==> run_1/met2.png <==
Cells faint in the background.
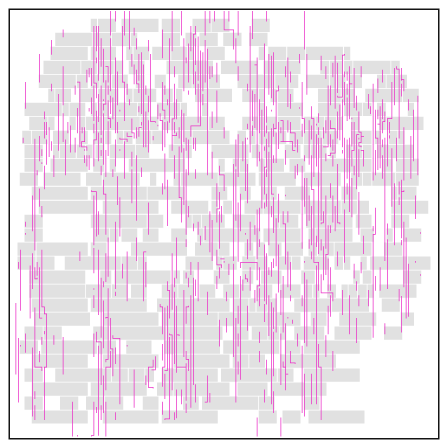
==> run_1/met1.png <==
Supply wires on this layer in grey. Cells faint in the background.
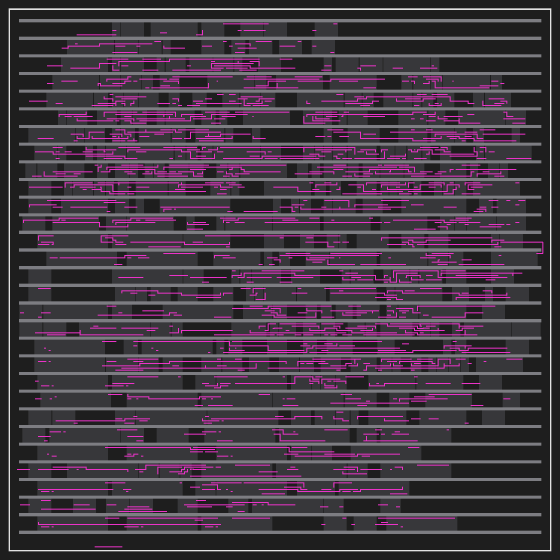
==> run_1/port_nets.png <==
Bar = 20 microns.
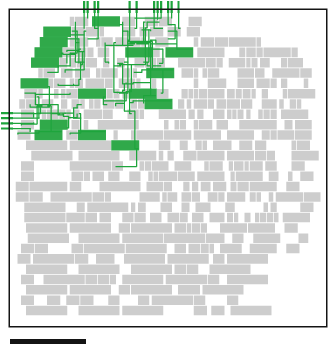
==> run_1/registers.png <==
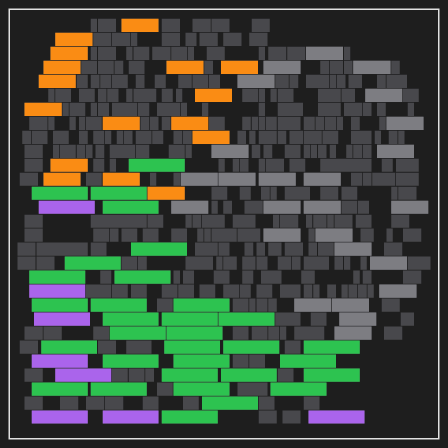
`src/rtl/greycode_pkg.sv`:
```
// Shared types and helpers for the grey-code loopback status blocks.
// Provides the lock FSM state type and a lowest-set-bit index helper.
package greycode_pkg;

  typedef enum logic [1:0] {
    SEARCH,
    LOCKING,
    LOCKED
  } lock_state_e;

  // 1-based index of the lowest set bit of v; 0 when v is all zero.
  function automatic int unsigned lowest_set(input logic [31:0] v);
    int unsigned idx;
    idx = 0;
    for (int i = 31; i >= 0; i--) begin
      if (v[i]) idx = i + 1;
    end
    return idx;
  endfunction

endpackage

```
`src/rtl/latency_detect_if.sv`:
```
// Loopback sample/status bundle between the loop pins and latency_detect.
// master drives i_en/i_out/i_ret; slave returns o_diff/o_lat/o_locked/o_err_cnt.
interface latency_detect_if #(
  parameter int WIDTH = 8,
  parameter int DEPTH = 4,
  parameter int ERR_W = 16
);
  localparam int LAT_W = $clog2(DEPTH + 1);

  logic             i_en;
  logic [WIDTH-1:0] i_out;
  logic [WIDTH-1:0] i_ret;
  logic [DEPTH-1:0] o_diff;
  logic [LAT_W-1:0] o_lat;
  logic             o_locked;
  logic [ERR_W-1:0] o_err_cnt;

  modport master (
    output i_en, i_out, i_ret,
    input  o_diff, o_lat, o_locked, o_err_cnt
  );

  modport slave (
    input  i_en, i_out, i_ret,
    output o_diff, o_lat, o_locked, o_err_cnt
  );
endinterface

```
`src/rtl/latency_detect_taps.sv`:
```
// tap_delay_line: enabled shift register of transmitted words.
// Ports: i_clk/i_rst/i_en, i_d in; o_taps (tap k at [k-1]), o_valid out.
module tap_delay_line #(
  parameter int WIDTH = 8,
  parameter int DEPTH = 4
) (
  input  logic                        i_clk,
  input  logic                        i_rst,
  input  logic                        i_en,
  input  logic [WIDTH-1:0]            i_d,
  output logic [DEPTH-1:0][WIDTH-1:0] o_taps,
  output logic [DEPTH-1:0]            o_valid
);
  localparam int FILL_W = $clog2(DEPTH + 1);

  logic [DEPTH-1:0][WIDTH-1:0] taps_q;
  logic [FILL_W-1:0]           fill_q;

  // Data taps carry no reset; fill_q masks stale contents.
  always_ff @(posedge i_clk) begin
    if (i_en) begin
      taps_q[0] <= i_d;
      for (int k = 1; k < DEPTH; k++) begin
        taps_q[k] <= taps_q[k-1];
      end
    end
  end

  always_ff @(posedge i_clk) begin
    if (i_rst) begin
      fill_q <= '0;
    end else if (i_en && fill_q != FILL_W'(DEPTH)) begin
      fill_q <= fill_q + FILL_W'(1);
    end
  end

  always_comb begin
    o_valid = '0;
    for (int k = 0; k < DEPTH; k++) begin
      o_valid[k] = fill_q > FILL_W'(k);
    end
  end

  assign o_taps = taps_q;

endmodule

```
`src/rtl/latency_detect.sv`:
```
// Loop-latency detector: finds the lowest delay tap matching the returned
// word, then locks on it. Ports: i_clk, i_rst, bus (latency_detect_if.slave).
module latency_detect
  import greycode_pkg::*;
#(
  parameter int WIDTH    = 8,
  parameter int DEPTH    = 4,
  parameter int LOCK_CNT = 4,
  parameter int MISS_MAX = 2,
  parameter int ERR_W    = 16
) (
  input logic             i_clk,
  input logic             i_rst,
  latency_detect_if.slave bus
);
  localparam int LAT_W = $clog2(DEPTH + 1);
  localparam int CNT_W = $clog2(LOCK_CNT + 1);
  localparam int MIS_W = $clog2(MISS_MAX + 1);

  logic [DEPTH-1:0][WIDTH-1:0] taps;
  logic [DEPTH-1:0]            valid;
  logic [DEPTH-1:0]            hit;
  logic [DEPTH-1:0]            diff_d;
  logic [LAT_W-1:0]            lat_d;
  logic [WIDTH-1:0]            ret_q;

  logic [DEPTH-1:0] diff_q;
  logic [LAT_W-1:0] lat_q;
  logic [DEPTH-1:0] hit_q;

  lock_state_e      state_q;
  logic [DEPTH-1:0] cand_q;
  logic [CNT_W-1:0] cnt_q;
  logic [MIS_W-1:0] miss_q;
  logic             locked_q;
  logic [ERR_W-1:0] err_q;

  tap_delay_line #(
    .WIDTH(WIDTH),
    .DEPTH(DEPTH)
  ) u_taps (
    .i_clk  (i_clk),
    .i_rst  (i_rst),
    .i_en   (bus.i_en),
    .i_d    (bus.i_out),
    .o_taps (taps),
    .o_valid(valid)
  );

  always_ff @(posedge i_clk) begin
    if (bus.i_en) ret_q <= bus.i_ret;
  end

  always_comb begin
    hit = '0;
    for (int k = 0; k < DEPTH; k++) begin
      hit[k] = valid[k] && (taps[k] == ret_q);
    end
  end

  // Isolate lowest set bit for the one-hot view.
  assign diff_d = hit & (~hit + DEPTH'(1));
  assign lat_d  = LAT_W'(lowest_set(32'(hit)));

  always_ff @(posedge i_clk) begin
    if (i_rst) begin
      diff_q <= '0;
      lat_q  <= '0;
      hit_q  <= '0;
    end else if (bus.i_en) begin
      diff_q <= diff_d;
      lat_q  <= lat_d;
      hit_q  <= hit;
    end
  end

  // Candidate held one-hot; lock is judged on the raw hit of that tap
  // so a lower coincidental match does not count as a miss.
  always_ff @(posedge i_clk) begin
    if (i_rst) begin
      state_q  <= SEARCH;
      cand_q   <= '0;
      cnt_q    <= '0;
      miss_q   <= '0;
      locked_q <= 1'b0;
      err_q    <= '0;
    end else if (bus.i_en) begin
      unique case (state_q)
        SEARCH: begin
          if (diff_q != '0) begin
            cand_q <= diff_q;
            cnt_q  <= CNT_W'(1);
            if (LOCK_CNT == 1) begin
              state_q  <= LOCKED;
              miss_q   <= '0;
              locked_q <= 1'b1;
            end else begin
              state_q <= LOCKING;
            end
          end
        end
        LOCKING: begin
          if (diff_q == '0) begin
            state_q <= SEARCH;
            cnt_q   <= '0;
          end else if (diff_q == cand_q) begin
            cnt_q <= cnt_q + CNT_W'(1);
            if (cnt_q + CNT_W'(1) == CNT_W'(LOCK_CNT)) begin
              state_q  <= LOCKED;
              miss_q   <= '0;
              locked_q <= 1'b1;
            end
          end else begin
            cand_q <= diff_q;
            cnt_q  <= CNT_W'(1);
          end
        end
        LOCKED: begin
          if (|(hit_q & cand_q)) begin
            miss_q <= '0;
          end else begin
            if (err_q != '1) err_q <= err_q + ERR_W'(1);
            if (miss_q + MIS_W'(1) == MIS_W'(MISS_MAX)) begin
              state_q  <= SEARCH;
              cnt_q    <= '0;
              miss_q   <= '0;
              locked_q <= 1'b0;
            end else begin
              miss_q <= miss_q + MIS_W'(1);
            end
          end
        end
        default: begin
          state_q  <= SEARCH;
          locked_q <= 1'b0;
        end
      endcase
    end
  end

  assign bus.o_diff    = diff_q;
  assign bus.o_lat     = lat_q;
  assign bus.o_locked  = locked_q;
  assign bus.o_err_cnt = err_q;

endmodule

```
`src/flat_wrapper.sv`:
```
// flat-port wrapper written by rule: the top's interface ports become plain ports
module latency_detect_flat import greycode_pkg::*;
#(
  parameter int WIDTH    = 8,
  parameter int DEPTH    = 4,
  parameter int LOCK_CNT = 4,
  parameter int MISS_MAX = 2,
  parameter int ERR_W    = 16
)
  (i_clk, i_rst, bus_i_en, bus_i_out, bus_i_ret, bus_o_diff, bus_o_lat, bus_o_locked, bus_o_err_cnt);
  latency_detect_if #(.WIDTH(WIDTH), .DEPTH(DEPTH), .ERR_W(ERR_W)) bus_i ();
  input logic i_clk;
  input logic i_rst;
  input wire logic [$bits(bus_i.i_en)-1:0] bus_i_en;
  input wire logic [$bits(bus_i.i_out)-1:0] bus_i_out;
  input wire logic [$bits(bus_i.i_ret)-1:0] bus_i_ret;
  output wire logic [$bits(bus_i.o_diff)-1:0] bus_o_diff;
  output wire logic [$bits(bus_i.o_lat)-1:0] bus_o_lat;
  output wire logic [$bits(bus_i.o_locked)-1:0] bus_o_locked;
  output wire logic [$bits(bus_i.o_err_cnt)-1:0] bus_o_err_cnt;
  assign bus_i.i_en = bus_i_en;
  assign bus_i.i_out = bus_i_out;
  assign bus_i.i_ret = bus_i_ret;
  assign bus_o_diff = bus_i.o_diff;
  assign bus_o_lat = bus_i.o_lat;
  assign bus_o_locked = bus_i.o_locked;
  assign bus_o_err_cnt = bus_i.o_err_cnt;
  latency_detect #(.WIDTH(WIDTH), .DEPTH(DEPTH), .LOCK_CNT(LOCK_CNT), .MISS_MAX(MISS_MAX), .ERR_W(ERR_W)) u_core (.i_clk(i_clk), .i_rst(i_rst), .bus(bus_i));
endmodule
```
`config.mk`:
```
export PLATFORM = sky130hd
export DESIGN_NAME = latency_detect_flat
export DESIGN_NICKNAME = d
export VERILOG_FILES = /design/src/rtl/greycode_pkg.sv /design/src/rtl/latency_detect_if.sv /design/src/rtl/latency_detect_taps.sv /design/src/rtl/latency_detect.sv /design/src/flat_wrapper.sv
export SDC_FILE = /design/constraint.sdc
export NUM_CORES = 1
export LEC_CHECK = 0
export CAP_MARGIN = 20
export CORE_UTILIZATION = 56
export CTS_CLUSTER_DIAMETER = 60
export DETAILED_ROUTE_END_ITERATION = 10
export GPL_TIMING_DRIVEN = 0
export PLACE_DENSITY = 0.8
export SLEW_MARGIN = 15
export SYNTH_ARGS = -nofsm -noshare
export SYNTH_HDL_FRONTEND = slang
export SYNTH_SLANG_ARGS = --single-unit
```
`constraint.sdc`:
```
create_clock -name i_clk -period 2.2 [get_ports i_clk]
set_input_delay 0.44 -clock i_clk [delete_from_list [all_inputs] [get_ports i_clk]]
set_output_delay 0.44 -clock i_clk [all_outputs]
set_load 0.05 [all_outputs]
```
==> results.yml, run 1 <==
# flow metrics
floorplanning:
  chipWidth_microns: 83.24
  die-area_sq_mm: 0.006929
  die-height_microns: 83.24
  initial_utilization_pct: 58.21
placement:
  dpl_worst_slack_ps: -317.5
  dp.cells: 449
logic_synthesis:
  synthFlopType: "dfxtp_1"
  yosysUniqueCellTypes: 50
  netlist_logic_family_top: "simple AND/OR/NAND/NOR gates"
  compound_cell_area_share_of_the_yosys_netlist_pct: 9.039
  syn_avg_cell_area_sq_um: 11.23
  edff_count_synth: 40
  synth_flop_count: 81
  synth.cellmix.xorXnorShare_pct: 12.25
  yosys.area_share.simple_pct: 15.78
  syn_area_sq_mm: 0.003696
  postSynthNetCount: 359
detailed_routing:
  routed_wire_length_per_instance_microns: 14.82
  drt.antenna.violating_nets: 0
  firstDrtPassIters: 4
grt:
  use_met3_pct: 3.877
  vias_in_the_first_global_route: 2494
  grt_pass1_wl_microns: 11370
  grt.busiest_layer: "met2"
layout:
  postLayoutCellArea_sq_mm: 0.004441
  filler_cell_count: 478
  lay_top_count: "dfxtp_1"
outcome:
  status: "finished clean"
critical_path:
  worstSetupStartpoint: "u_core.hit_q[0]$_SDFFE_PP0P_"
  crit_path_top_delay_cell: "or4_4"
  worstPathRequired_ps: 2450
pwr:
  worst_supply_voltage_drop_on_vdd_mv: 0.4976
  p_total_mw: 3.086
cts:
  cts-root-to-sink-buffers: 2
  cts_inserted_buffers: 9
  tritoncts: "yes"
  post_cts.resized_instances: 0
timing:
  max_freq_mhz: 463.5
  tightestPinTransition_ps: 946.8
  hold_viol: 0
  postLayoutSetupSlackWorst_ps: 42.64
  finalHoldWorstSlack_ps: 462.1
  relSlewSlack_pct: 36.30
## Picture notes: met2.png
wire length on this layer = 3280 microns
nets with wire on the layer = 358
overall via count from detail_route: 2644
total wire length: 6876 microns
routing usage on met2: 34.13%

## Picture notes: met1.png
longest straight run = 28.1 microns
share of all routed wire = 46%
main direction = horizontal
nets with wire on the layer = 370

## Picture notes: port_nets.png
green -> bus_o_err_cnt  # bits 16, direction output, end cells 16, buffers 16, wire 599 microns
port buffer count: 42
io pins: 43

## Picture notes: registers.png
green -> u_core.u_taps.o_taps  # placed flops 32
orange -> u_core.bus.o_err_cnt  # placed flops 16
purple -> u_core.ret_q  # placed flops 8, where lower left
not coloured = 25
utilization of the core after routing: 69.93%
power of the sequential group: 1.72 mW
total area of sequential cells: 0.002022 sq mm
fraction of area in registers: 45.53%

## run 1: Yosys cell counts (2+ instances only)
master,number,area share (%)
nand4_1,7,1.2
ha_1,11,3.7
xnor2_2,2,0.88
a21oi_1,23,3.1
o21a_1,2,0.41
dfxtp_1,41,22
nand3_1,12,1.6
nor4_1,12,2.0
xnor2_1,34,8.1
o211ai_1,2,0.41
xor2_1,14,3.3
nor3_1,9,1.2
a21o_1,2,0.41
o21ai_0,5,0.68
buf_2,2,0.27
mux2i_1,7,1.9
a211oi_1,3,0.61
and3_1,2,0.34
or4_4,2,0.61
a221oi_1,2,0.47
nand2_1,19,1.9
and4_1,4,0.95
inv_1,12,1.2
clkbuf_1,8,0.81
nand2b_1,2,0.34
edfxtp_1,40,32
nor2_1,27,2.7
## run 1: area by class of cell
class,count,area [sq um],share of cell area [%]
well taps,77,96.34,2.170
plain buffers,11,48.80,1.099
multi-input cells,224,1582,35.62
clock inverters,7,77.57,1.747
repair buffers,43,445.4,10.03
inverters,12,45.04,1.014
clock buffers,9,123.9,2.790
flip-flops and latches,81,2022,45.53
## run 1: report_power, final
| part | total (mW) | switching, mW | leakage (nW) | internal [mW] |
|---|---|---|---|---|
| Clock | 1.09 | 0.556 | 0.101 | 0.536 |
| Sequential | 1.72 | 0.0613 | 0.722 | 1.66 |
| Combinational | 0.278 | 0.147 | 0.709 | 0.131 |
| Total | 3.09 | 0.764 | 1.53 | 2.32 |
## run 1: path summary, 6_finish.rpt
path	endpoint	slack, ps	cells past startpoint
setup / recovery	u_core.miss_q[1]$_SDFFE_PP0P_	40	5
hold / removal	u_core.miss_q[1]$_SDFFE_PP0P_	460	1
setup reg to reg	u_core.miss_q[1]$_SDFFE_PP0P_	40	5
hold reg to reg	u_core.miss_q[1]$_SDFFE_PP0P_	460	1
--- run 2 (diff from run 1) ---
--- a/config.mk
+++ b/config.mk
@@ -10,6 +10,7 @@
 export CTS_CLUSTER_DIAMETER = 60
 export DETAILED_ROUTE_END_ITERATION = 10
 export GPL_TIMING_DRIVEN = 0
+export HOLD_SLACK_MARGIN = 0.02
 export PLACE_DENSITY = 0.8
 export SLEW_MARGIN = 15
 export SYNTH_ARGS = -nofsm -noshare
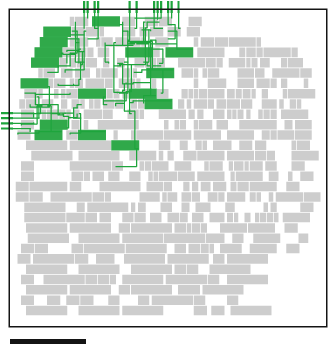
(run_2/port_nets.png)
Bar = 20 microns.
green -> bus_o_err_cnt  # bits 16, direction output, end cells 16, buffers 16, wire 599 microns

==> run 2 against run 1 <==
Sequential power about the same. Utilization did not move. Via count unchanged. Critical endpoint unchanged. Largest power group unchanged. Highest routed layer unchanged.
==> results.yml, run 2 <==
# flow metrics
logic_synthesis:
  top_cells_by_count: "dfxtp_1 (41), edfxtp_1 (40), xnor2_1 (34)"
  top_area_cell: "edfxtp_1"
  ys_seq_share_pct: 54.71
  synthFlopType: "dfxtp_1"
  yosys.area.top_type_share_pct: 32.50
  yosys-top-cells-area: "edfxtp_1 (32%), dfxtp_1 (22%), xnor2_1 (8.1%), ha_1 (3.7%), xor2_1 (3.3%)"
  yosysUniqueCellTypes: 50
  ys_chip_area_sq_mm: 0.003696
  top_cell: "dfxtp_1"
  postSynthNetCount: 359
  syn_avg_cell_area_sq_um: 11.23
  ys_cells: 329
  edff_count_synth: 40
  synth_flop_count: 81
  syn_area_sq_mm: 0.003696
layout:
  filler_cell_count: 478
  logic_area_sq_mm: 0.001582
  finish.utilization_pct: 69.93
  seqCellArea_sq_mm: 0.002022
  lay_top_count: "dfxtp_1"
  postLayoutCellArea_sq_mm: 0.004441
  areaGrowthSynthToFinish_pct: 20.14
timing:
  final_max_slew_viol_count: 0
  max_freq_mhz: 463.5
  finalHoldWorstSlack_ps: 462.1
  tightestPinTransition_ps: 946.8
  rsz0062_at_grt: "true"
  accumulated_negative_setup_slack_ps: 0
  postLayoutSetupSlackWorst_ps: 42.64
  hold_viol: 0
  relSlewSlack_pct: 36.30
floorplanning:
  chipWidth_microns: 83.24
  initial_utilization_pct: 58.21
  boundaryPins: 43
  die-height_microns: 83.24
  die-area_sq_mm: 0.006929
detailed_routing:
  detail_route.wirelength_microns: 6876
  post_drt_via_cell_ratio: 5.698
  drt.antenna.violating_nets: 0
  wl_met3_microns: 332
  routed_wire_length_per_instance_microns: 14.82
  vias: 2644
  firstDrtPassIters: 4
pwr:
  worst_supply_voltage_drop_on_vdd_mv: 0.4976
  p_per_area_mw_per_mm2: 695.0
  p_total_mw: 3.086
grt:
  grt_pass1_wl_microns: 11370
  maximum_number_of_pins_on_one_net_before_global_route_repair: 27
  vias_in_the_first_global_route: 2494
  grt_util_met2_pct: 34.13
  use_met3_pct: 3.877
  grt_antenna_before_repair: 0
  grt.busiest_layer: "met2"
  grt.total_usage_pct: 20.77
critical_path:
  worstPathRequired_ps: 2450
  crit_path_top_delay_cell: "or4_4"
  crit_chain: "ha_1, or4_4, nor3_2, o22ai_1, o311a_1"
  crit_path_end_kind: "register"
cts:
  clk_pin_slew_worst_paths_ps: 80
  clk-insertion-delay-late_ps: 350
  clock-root-buffer: "clkbuf_8"
  tritoncts: "yes"
  cts-root-to-sink-buffers: 2
  cts_inserted_buffers: 9
placement:
  dp.cells: 449
  dpl_worst_slack_ps: -317.5
  dpl-instance-area_sq_mm: 0.004235
  port-buffer-count: 42
outcome:
  status: "finished clean"
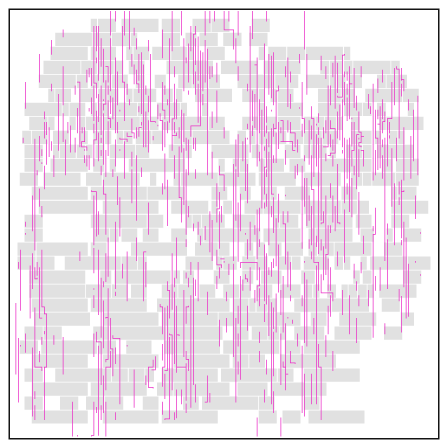
(run_2/met2.png)
Cells faint in the background.
main direction = vertical
longest straight run = 26.9 microns
nets with wire on the layer = 358

## run 2: cell counts after synthesis
No cell type changed its count.
## run 2: area by class of cell
cell class	instances	area share (%)
Inverter	12	1.014
Clock buffer	9	2.790
Sequential cell	81	45.53
Clock inverter	7	1.747
Buffer	11	1.099
Timing Repair Buffer	43	10.03
Tap cell	77	2.170
Multi-Input combinational cell	224	35.62
## run 2: cells by family (layout without fill, tap and decap cells)
kind of cell	Yosys count	after routing	share of synthesized area [%]
multiplexers	7	7	1.896
flip-flops	81	81	54.71
adder cells (fa/ha/maj)	11	11	3.724
AND-OR/OR-AND	49	49	9.039
AND/OR/NAND/NOR	107	107	15.78
XOR/XNOR	50	50	12.25
buffers and inverters	24	82	2.607
## run 2: timing repair
item | CTS | global route
hold buffers | 0 | 0
resized | 0 | 4
endpoints found under the setup margin | 0 | 16
## run 2: where the power goes
group | switching, mW | internal [mW]
Combinational | 0.147 | 0.131
Clock | 0.556 | 0.536
Sequential | 0.0613 | 1.66
## run 2: path summary, 6_finish.rpt
check / slack [ps] / cells after the start / end / start
worst min register to register: 460 / 1 / u_core.miss_q[1]$_SDFFE_PP0P_ / u_core.miss_q[1]$_SDFFE_PP0P_
worst max-delay path: 40 / 5 / u_core.miss_q[1]$_SDFFE_PP0P_ / u_core.hit_q[0]$_SDFFE_PP0P_
worst min-delay path: 460 / 1 / u_core.miss_q[1]$_SDFFE_PP0P_ / u_core.miss_q[1]$_SDFFE_PP0P_
worst max register to register: 40 / 5 / u_core.miss_q[1]$_SDFFE_PP0P_ / u_core.hit_q[0]$_SDFFE_PP0P_
## run 2: critical path: cells and delay by family, from the launching register on
family	cells	cell delay, ps
AND/OR/NAND/NOR	2	880
flip-flops	1	450
AND-OR/OR-AND	2	430
adder cells (fa/ha/maj)	1	290
==> run_2/final_congestion.png <==
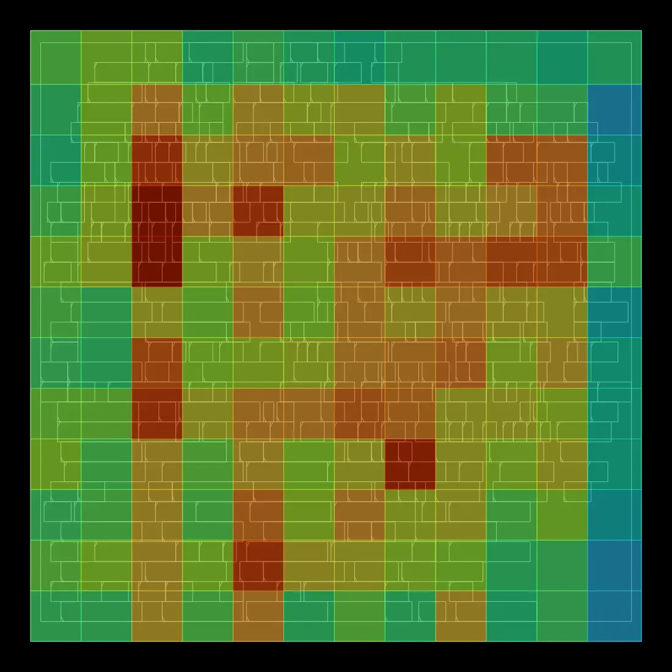

--- run 3 (diff from run 2) ---
--- a/config.mk
+++ b/config.mk
@@ -15,4 +15,5 @@
 export SLEW_MARGIN = 15
 export SYNTH_ARGS = -nofsm -noshare
 export SYNTH_HDL_FRONTEND = slang
+export SYNTH_HIERARCHICAL = 1
 export SYNTH_SLANG_ARGS = --single-unit
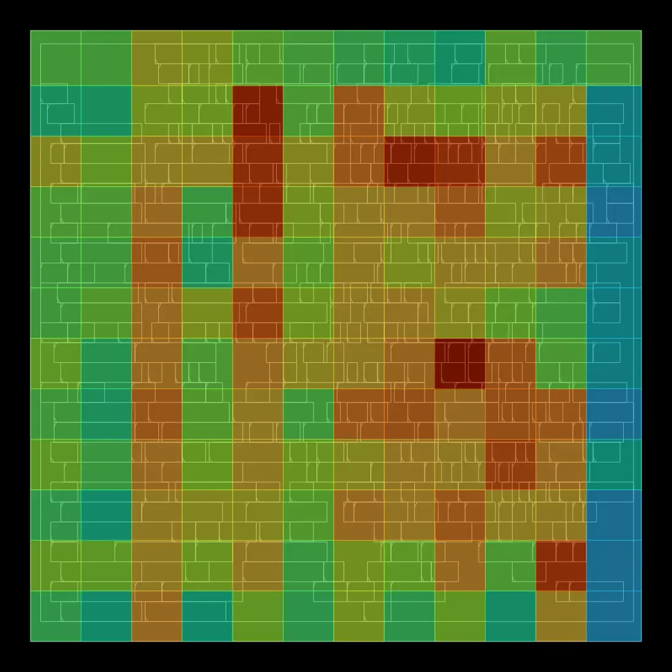
(run_3/final_congestion.png)
gr usage total: 20.77%
GRT Max-Usage Layer: met2

==> run 3 against run 2 <==
Synthesized area increased by 0.44%. Critical path depth down 4. Count of clock-buffer cells in the layout increased by 4. Sequential power barely moved. Global-route usage about the same. Wire length is 0.58% lower. Maximum frequency increased by 4.2%. Register-to-register slack better by 97 ps. Die size up 0.43%. Sequential share of layout area fell by 0.47 points. Hold slack better by 11 ps. Critical path type is now reg -> out. Largest cell class unchanged.
==> results.yml, run 3 <==
# flow metrics
logic_synthesis:
  yosys.area_share.simple_pct: 17.56
  syn_avg_cell_area_sq_um: 10.95
  postSynthNetCount: 370
  synth_flop_count: 81
  ys_seq_share_pct: 54.47
  syn_area_sq_mm: 0.003712
  netlist_logic_family_top: "simple AND/OR/NAND/NOR gates"
  edff_count_synth: 40
  synthMuxAreaShare_pct: 3.033
  top_cell: "dfxtp_1"
  synth.cellmix.adderShare_pct: 4.044
  compound_cell_area_share_of_the_yosys_netlist_pct: 8.932
  synth.cellmix.xorXnorShare_pct: 9.909
  yosys.area.top_type_share_pct: 32.36
  top_area_cell: "edfxtp_1"
cts:
  clk_pin_slew_worst_paths_ps: 80
  tritoncts: "yes"
  clk-insertion-delay-late_ps: 340
  cts-root-to-sink-buffers: 2
  cts_inserted_buffers: 9
critical_path:
  worstPathRequired_ps: 1760
  crit_path_top_delay_cell: "clkdlybuf4s50_1"
  worstRegToRegCells: 5
  crit_family: "buffers and inverters"
  reg2reg_setup_slack_ps: 140
  worstReg2RegStart: "u_core/bus.o_diff[0]$_SDFFE_PP0P_"
  crit_path_end_kind: "primary output"
grt:
  grt_antenna_before_repair: 0
  maximum_number_of_pins_on_one_net_before_global_route_repair: 36
  grt_util_met2_pct: 35.92
  vias_in_the_first_global_route: 2581
  grt_pass1_wl_microns: 11320
layout:
  filler_cell_count: 489
  finish.utilization_pct: 70.26
  postLayoutCellArea_sq_mm: 0.004487
floorplanning:
  chipWidth_microns: 83.42
  die-height_microns: 83.42
  initial_utilization_pct: 58.13
  boundaryPins: 43
detailed_routing:
  drt.antenna.violating_nets: 0
  wl_met3_microns: 264
  routed_wire_length_per_instance_microns: 14.39
  firstDrtPassIters: 4
  post_drt_via_cell_ratio: 5.581
timing:
  hold_viol: 0
  max_freq_mhz: 482.8
  rsz0062_at_grt: "false"
  accumulated_negative_setup_slack_ps: 0
  tightestPinTransition_ps: 593.0
  postLayoutSetupSlackWorst_ps: 128.6
  final_max_slew_viol_count: 0
  relSlewSlack_pct: 60.47
  finalHoldWorstSlack_ps: 472.7
placement:
  dpl-instance-area_sq_mm: 0.004244
  dpl_worst_slack_ps: -108.9
  port-buffer-count: 42
  dp.cells: 459
outcome:
  status: "finished clean"
pwr:
  p_per_area_mw_per_mm2: 686.3
  p_total_mw: 3.079
worst_hold_path:
  worst_hold_path.num_cells: 0
  worst_hold_path.endpoint: "u_core/u_taps/o_taps[11]$_DFFE_PP_"
  worstHoldStart: "u_core/u_taps/o_taps[3]$_DFFE_PP_"
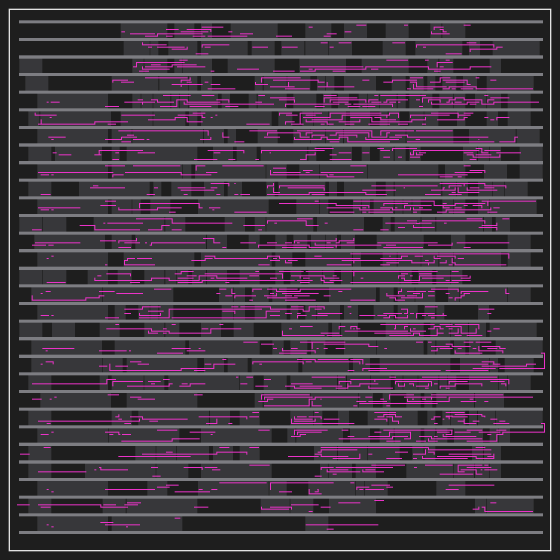
(run_3/met1.png)
Supply wires on this layer in grey. Cells faint in the background.
share of all routed wire = 43%
longest straight run = 24.4 microns
nets with wire on the layer = 371
main direction = horizontal
wire length on this layer = 2960 microns
met1 Track Usage GR: 24.36%
overall via count from detail_route: 2651
total wire length: 6836 microns

run 3: cell count changes after synthesis, sizes merged, moves of 3 or more:
| cell | before | now |
|---|---|---|
| and3 | 2 | 5 |
| nand2b | 2 | 10 |
| nor2 | 27 | 23 |
| nor2b | 1 | 4 |
| nor4 | 13 | 4 |
| o211ai | 2 | 5 |
| o21ai | 5 | 14 |
| or3 | 1 | 10 |
| xnor2 | 36 | 28 |
run 3: worst max-delay path by stage:
stage	to	cells past startpoint	start
after detailed placement	u_core/cnt_q[2]$_SDFFE_PP0P_	7	bus_i_en
after global routing	u_core/cnt_q[1]$_SDFFE_PP0P_	6	u_core/state_q[0]$_SDFFE_PP0P_
after global placement	u_core/bus.o_err_cnt[7]$_SDFFE_PP0P_	6	bus_i_en
after floorplan	u_core/bus.o_err_cnt[7]$_SDFFE_PP0P_	6	u_core/bus.o_err_cnt[0]$_SDFFE_PP0P_
final	bus_o_diff[1]	1	u_core/bus.o_diff[1]$_SDFFE_PP0P_
after CTS	u_core/miss_q[0]$_SDFFE_PP0P_	5	u_core/bus.o_diff[0]$_SDFFE_PP0P_
run 3: repair_timing:
item                       4_1_cts  5_1_grt
setup endpoints to repair        0       12
hold buffers                     0        0
resized                          0        5
run 3: layout make-up:
class                           count  area, sq um  share of cell area (%)
Sequential cell                    81         2022                   45.06
Multi-Input combinational cell    239         1640                   36.56
Timing Repair Buffer               43        437.9                   9.760
Clock buffer                       13        148.9                   3.318
Tap cell                           77        96.34                   2.147
Clock inverter                      3        65.06                   1.450
Buffer                              9        38.79                  0.8645
Inverter                           10        37.54                  0.8366
run 3: where the power goes:
group          total [mW]  internal, mW  switching, mW
clock                1.18         0.671          0.506
combinational       0.205         0.106         0.0995
sequential           1.70          1.65         0.0481
No activity file was given, so power comes from the tool's default toggle rates.
